Figure 1. Power grid.
Scale: 3 px per um. Pins as bars on the die edge.
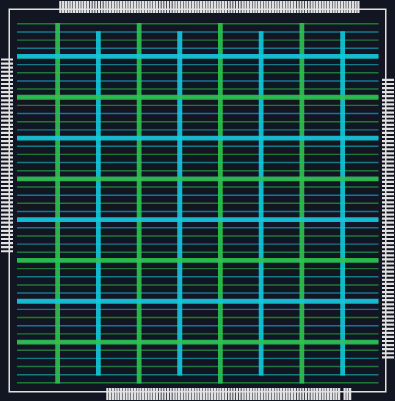
Figure 2. Cell classes on the final placement.
Scale: 2 px per um. Fill, decap, tap and diode cells in gray.
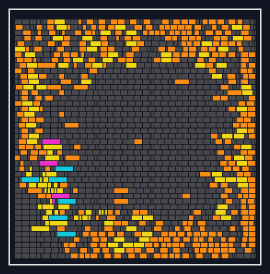
Figure 3. Clock distribution.
Scale: 4 px per um.
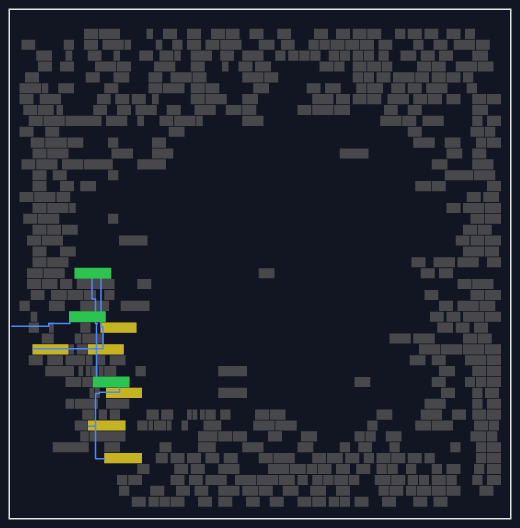
[src/rtl/plab2_proc_imul_arb.sv]
// Two-requester arbiter in front of one shared variable-latency multiplier.
// Requests are granted round-robin, and a two-entry owner FIFO records who
// issued each outstanding multiply. Responses are steered back in issue order.
// Payloads pass straight through; only prio, the owner FIFO and err are registered.
//
// Handshake: a transfer happens on a rising clk edge when val && rdy are both
// high. val never waits on rdy. Grant and request valid never depend on
// mul_req_rdy.
module plab2_proc_imul_arb (
  input  logic        clk,
  input  logic        reset,
  input  logic        req0_val,
  output logic        req0_rdy,
  input  logic [66:0] req0_msg,
  input  logic        req1_val,
  output logic        req1_rdy,
  input  logic [66:0] req1_msg,
  output logic        resp0_val,
  input  logic        resp0_rdy,
  output logic [31:0] resp0_msg,
  output logic        resp1_val,
  input  logic        resp1_rdy,
  output logic [31:0] resp1_msg,
  output logic        mul_req_val,
  input  logic        mul_req_rdy,
  output logic [66:0] mul_req_msg,
  input  logic        mul_resp_val,
  output logic        mul_resp_rdy,
  input  logic [31:0] mul_resp_msg,
  output logic [1:0]  inflight,
  output logic        err
);

  logic       prio_q, prio_d;
  logic [1:0] ent_q, ent_d;   // owner ids, bit 0 is the head
  logic [1:0] cnt_q, cnt_d;
  logic       err_q, err_d;

  logic gnt_val, gnt_id;
  logic full, empty, head;
  logic push, pop;

  assign full  = (cnt_q == 2'd2);
  assign empty = (cnt_q == 2'd0);
  assign head  = ent_q[0];

  // Grant from the valids and the priority pointer only.
  always_comb begin
    gnt_val = req0_val | req1_val;
    gnt_id  = 1'b0;
    if (prio_q) gnt_id = req1_val ? 1'b1 : 1'b0;
    else        gnt_id = req0_val ? 1'b0 : 1'b1;
  end

  // Request side: pass the granted message through, gate rdy on FIFO space.
  always_comb begin
    mul_req_val = gnt_val && !full;
    mul_req_msg = (gnt_val && gnt_id) ? req1_msg : req0_msg;
    req0_rdy    = gnt_val && !gnt_id && mul_req_rdy && !full;
    req1_rdy    = gnt_val &&  gnt_id && mul_req_rdy && !full;
  end

  // Response side: only the FIFO head owner may see a response.
  always_comb begin
    resp0_val    = mul_resp_val && !empty && !head;
    resp1_val    = mul_resp_val && !empty &&  head;
    mul_resp_rdy = !empty && (head ? resp1_rdy : resp0_rdy);
    resp0_msg    = mul_resp_msg;
    resp1_msg    = mul_resp_msg;
  end

  assign push = mul_req_val && mul_req_rdy;
  assign pop  = mul_resp_val && mul_resp_rdy;

  // Next state of prio, owner FIFO and the sticky error flag.
  always_comb begin
    prio_d = prio_q;
    ent_d  = ent_q;
    cnt_d  = cnt_q;
    err_d  = err_q | (mul_resp_val && empty);
    if (push) prio_d = ~gnt_id;
    // Push while full cannot happen, and pop while empty cannot happen, so
    // push+pop together only happens at count 1.
    case ({push, pop})
      2'b10: begin
        if (cnt_q == 2'd0) ent_d[0] = gnt_id;
        else               ent_d[1] = gnt_id;
        cnt_d = cnt_q + 2'd1;
      end
      2'b01: begin
        ent_d[0] = ent_q[1];
        cnt_d    = cnt_q - 2'd1;
      end
      2'b11: begin
        ent_d[0] = gnt_id;
      end
      default: ;
    endcase
  end

  // State registers, cleared asynchronously by the active-low reset.
  always_ff @(posedge clk or negedge reset) begin
    if (!reset) begin
      prio_q <= 1'b0;
      ent_q  <= 2'b00;
      cnt_q  <= 2'd0;
      err_q  <= 1'b0;
    end else begin
      prio_q <= prio_d;
      ent_q  <= ent_d;
      cnt_q  <= cnt_d;
      err_q  <= err_d;
    end
  end

  assign inflight = cnt_q;
  assign err      = err_q;

endmodule
[config.mk]
export PLATFORM = sky130hd
export DESIGN_NAME = plab2_proc_imul_arb
export DESIGN_NICKNAME = d
export VERILOG_FILES = /design/src/rtl/plab2_proc_imul_arb.sv
export SDC_FILE = /design/constraint.sdc
export NUM_CORES = 1
export LEC_CHECK = 0
export CORE_AREA = 2 2 123 125
export DETAILED_ROUTE_END_ITERATION = 6
export DIE_AREA = 0 0 125 127
export GPL_TIMING_DRIVEN = 0
export SYNTH_ARGS = -nofsm -noshare
export SYNTH_HDL_FRONTEND = slang
export SYNTH_SLANG_ARGS = --single-unit
[constraint.sdc]
create_clock -name clk -period 1.6 [get_ports clk]
set_clock_uncertainty 0.1 [all_clocks]
set_input_delay 0.32 -clock clk [delete_from_list [all_inputs] [get_ports clk]]
set_output_delay 0.32 -clock clk [all_outputs]
set_load 0.03 [all_outputs]
==> impl_metrics.tcl <==
# place-and-route summary
set metrics [dict create \
    status "finished, violations left" \
    violations "negative setup slack" \
    cts_tree "done" \
    setup_viol_count_final 70 \
    synth-async-reset-ratio 1.00 \
    tns_ps -26780 \
    avgSynthCellArea_sq_um 9.88 \
    power.switching_mw 1.90 \
    ys_seq_frac 0.0835 \
    combGateArea_sq_um 1320 \
    p_seq_mw 0.309 \
    buf_share 0.667 \
    final_cell_mix "199 x clkdlybuf4s50_1, 76 x buf_4, 67 x mux2_4" \
    vias_per_cell 3.58 \
    holdWs_ps 239 \
    switching_share 0.427 \
    postLayoutSetupSlackWorst_ps -437 \
    synthCells 182 \
    routedWlPerCell_um 14.9 \
    ys_cells 182 \
    yosysTopAreaCell "buf_4" \
    vias 2389 \
    wl_met2_mm 5.48 \
    portBuffers 281 \
    cap_violations 0 \
    ys_sh_xor 0.0146 \
    yosys-top-cells-area "buf_4 27%, mux2_4 25%, mux2_2 24%, dfrtp_1 8.4%, buf_6 2.5%" \
    hp-class "in2async" \
    multi_input_comb_cells 97 \
    area_growth_syn_to_layout_pct 202 \
    mostFrequentLayoutCell "clkdlybuf4s50_1" \
    yosysMostFrequentCell "buf_4" \
    syn_area_sq_um 1800 \
    common_cells "64 x buf_4, 38 x mux2_2, 30 x mux2_4" \
    place_hpwl_mm 8.75 \
    cts-resized-gates 458 \
    power.total_mw 4.44 \
    fill_cells 1441 \
    synthMuxAreaShare 0.494 \
    comb_area_frac 0.242 \
]
About Figure 1:
Key: cyan = VDD; green = VSS
The core has 44 rows. 314 signal pins sit on the boundary.
Die Height: 127 um
worst vdd ir: 620 uV
die width: 125 um
core box area: 14400 sq um

About Figure 2:
Key: cyan = registers [cells 6, share of their area 2.9%]; magenta = clock drivers and dummy loads [cells 4, share of their area 1.5%]; yellow = remaining logic cells [cells 104, share of their area 26%]; orange = remaining buffers and delay cells [cells 369, share of their area 70%]
final core utilization: 0.376
row count: 44
Seq/total area: 0.0281

About Figure 3:
Key: yellow = flip-flops [count 6]; green = clock-net drivers [count 3]; blue = clock wires [length 115 um]
There are 4 routed clock nets.
clk ins delay skew pair: 230 ps
Power Clock: 0.417 mW
clock power share: 0.094

final timing paths:
check                      slack, ps  depth (start not counted)                       to                    start
min in group clk                 360                          1            err$_DFF_PN0_            err$_DFF_PN0_
max reg2reg                      -50                          8  inflight[1]$_DFFE_PN0P_  inflight[1]$_DFFE_PN0P_
min reg2reg                      360                          1            err$_DFF_PN0_            err$_DFF_PN0_
max                             -440                          6          mul_req_msg[48]       prio_q$_DFFE_PN0N_
max in group asynchronous        920                          1  inflight[0]$_DFFE_PN0P_                    reset
min                              240                          1            err$_DFF_PN0_                    reset
state kept, by name, summed over array words and instances (netlist names):
name	flops
ent_q	2
inflight	2
err	1
prio_q	1
critical path, cell delays in order, from the launching register on:
cell	delay, ps
dfrtp_1	370
nand2b_4	170
nand2_8	100
buf_12	140
buf_12	140
mux2_4	320
buf_6	140
Power and IR drop assume default switching activity.
